Design frame_byte_serializer_flat, sky130hd; sources not shown.
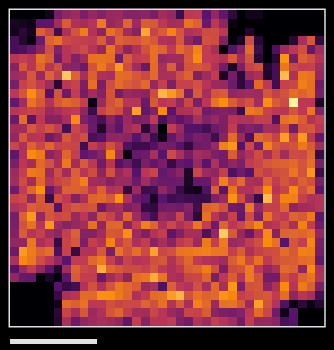
util_map.png
Bar = 100 um. The die is cut into 36 by 36 equal tiles; black is low, pale yellow is high, 0 to 100% covered.
- fullest tile: 98%
- tiles over 75% full: 2.9%
- nearly empty tiles: 5.6%
- mean over tiles: 44%
core box area: 0.129 sq mm
final core utilization: 0.473
Initial Util: 0.352

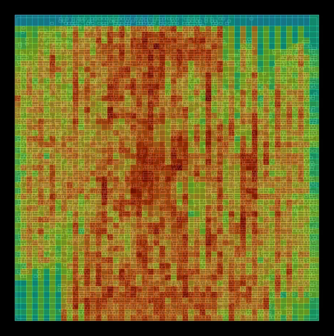
congestion_map.png
global routing's busiest layer: met2
routed length per instance: 31.1 um
total track usage: 0.319
M1 GR Usage: 0.389
routing usage on met3: 0.0830

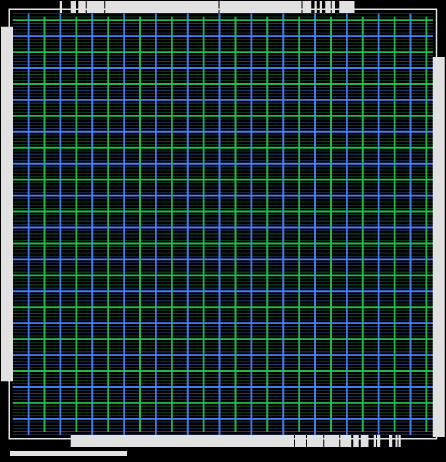
floorplan.png
Bar = 100 um. Pins as bars on the die edge.
- green: VDD
- blue: VSS
- met4 straps: 26
- met5 straps: 26
- rows: 132
- signal pins: 937
- met1 rails: 133
Die X: 363 um
maximum vdd drop: 0.238 mV
Chip Height: 365 um

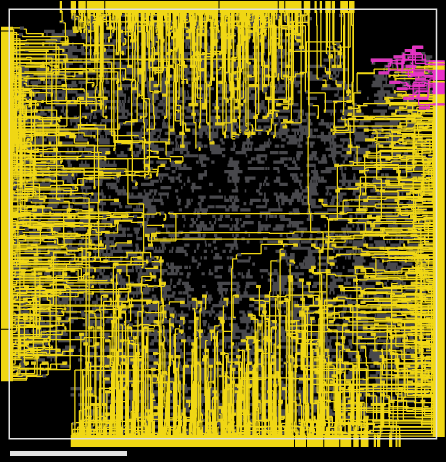
port_trees.png
Bar = 100 um.
- magenta: `frame_cnt` (direction output; edge right; end cells 16; buffers 16; wire 693 um)
- yellow: `bus_frame_in` (direction input; edge 263 bottom, 220 left, 219 right, 202 top; end cells 904; buffers 904; wire 64.2 mm)
number of port buffers: 936
# IOs: 937

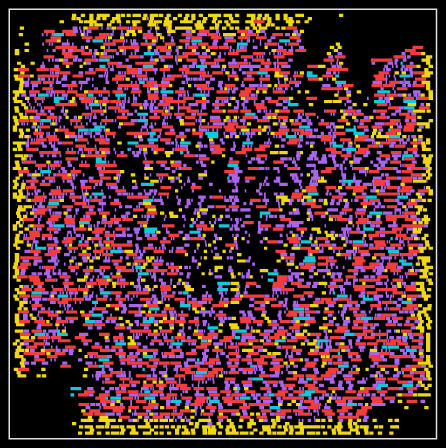
class_map.png
- red: registers (cells 963; share of their area 41%)
- yellow: remaining buffers and delay cells (cells 1119; share of their area 19%)
- purple: remaining logic cells (cells 2976; share of their area 34%)
- cyan: clock drivers and dummy loads (cells 192; share of their area 6.1%)
sequential fraction of total cell area: 0.396
row count: 132
Final Instance Area: 0.0609 sq mm

==> results.ini <==
[outcome]
status = complete, no violations

[power]
clockPowerShare = 0.215
p_per_area_mw_per_mm2 = 484
p_total_mw = 29.5
p_int_mw = 17.8
pwr-share-comb = 0.458
p_seq_frac = 0.327

[final_timing]
setup-violations-final = 0
rsz0062_at_grt = false
fin_ws_ns = 0.525
drv_slew = 0
fin_crit_ns = 5.98

[critical_path]
worstPathArrival_ns = 6.35
cp.depth = 10
cp-start-kind = input port
reg2reg_depth = 9
critPathKind = in -> reg
path_buffers = 2
ff2ff_setup_slack_ns = 1.62
crit_required_ns = 6.87
cp_max_fo = 10

[drt]
first_pass_iters = 5
drc = 0
routed_wl_um = 217000
drtIter0Drc = 3135
via_count = 37300

[clock_tree]
cts_buffers = 108
cts_max_level = 3
cts-resized-gates = 0
cts.sink_count = 963
clk_pin_slew_ns = 0.06
hold_buffers = 0

[logic_synthesis]
yosys.stat.seqShare = 0.532
ys_cells = 4213
async_flop_share = 1.00
ys_seq_elements = 963
area_leaders = dfrtp_1 53%, mux2_2 15%, nand2_1 9.0%
common_cells = 1090 x nand2_1, 963 x dfrtp_1, 602 x mux2_2, 359 x nor2_1, 198 x mux2i_1
top_area_cell = dfrtp_1
synth_top_cell_by_count = nand2_1
synth-edff-count = 0
ff_type = dfrtp_1
netlist_area_sq_mm = 0.0453
ys_area_sq_mm = 0.0453

[layout]
stdcell_count = 6966
seq_area_sq_mm = 0.0241
fill_cells = 12100
final_nets = 6090
largest_reg_flops = 904
layout-drive-gt1-share = 0.195

[placed_design]
routabilityCongestion = 0.913
hpwl_um = 166000

[floorplanning]
die-area_sq_mm = 0.132

[min_path]
hold_path_depth = 2
hp-class = reg -> reg

[run]
cap_violations = 0

[global_routing]
overflow = 0

[placed cells by master (no fill, tap or decap), types with 51 or more instances in the layout]
cell,instances
a21oi_1,57
buf_4,147
clkbuf_16,111
clkdlybuf4s50_1,935
dfrtp_1,963
mux2_2,602
mux2i_1,198
nand2_1,1085
nor2_1,353
nor3_1,83
o211ai_1,51
[power groups by stage]
stage | Combinational, mW | Sequential [mW] | Clock [mW]
floorplan | 7.68 | 9.43 | 0
finish | 13.5 | 9.63 | 6.32
detailed placement | 13.4 | 9.73 | 0
CTS | 13.4 | 9.62 | 6.41
global route | 14.2 | 9.88 | 6.63
global placement | 13.3 | 9.62 | 0
[metal layers]
layer	up-vias	wire length (um)	GRT usage
li1	16500	-	-
met1	18900	85900	0.389
met2	1483	106000	0.539
met3	385	16100	0.0830
met4	80	8430	0.127
met5	-	521	0
[cell families (layout without fill, tap and decap cells)]
group	after synthesis	count (layout)	share of synthesized area
simple gates	1691	1691	0.152
flops	963	963	0.532
mux	828	828	0.207
compound gates	400	400	0.0659
buf+inv	295	1332	0.0351
xor+xnor	22	22	0.00425
fa+ha+maj	14	14	0.00403
other cells	0	41	0
[area by class of cell]
class                           instances  area share
Clock inverter                         31     0.00621
Tap cell                             1675      0.0344
Sequential cell                       963       0.396
Antenna cell                           41     0.00169
Inverter                               21     0.00187
Timing Repair Buffer                 1119       0.184
Multi-Input combinational cell       2955       0.323
Clock buffer                          161      0.0527
[worst reg2reg max path: stages, from the launching register on]
cell and delay [ns]:
dfrtp_1 0.46, or3b_1 0.70, o211ai_2 0.25, a21oi_4 0.26, clkinv_2 0.33, nor2_2 0.75, nand2_1 0.29, o311ai_0 1.03
nor4bb_1 0.17, a211o_1 0.33
Power figures rest on the tool's default switching activity, not on a simulated workload.
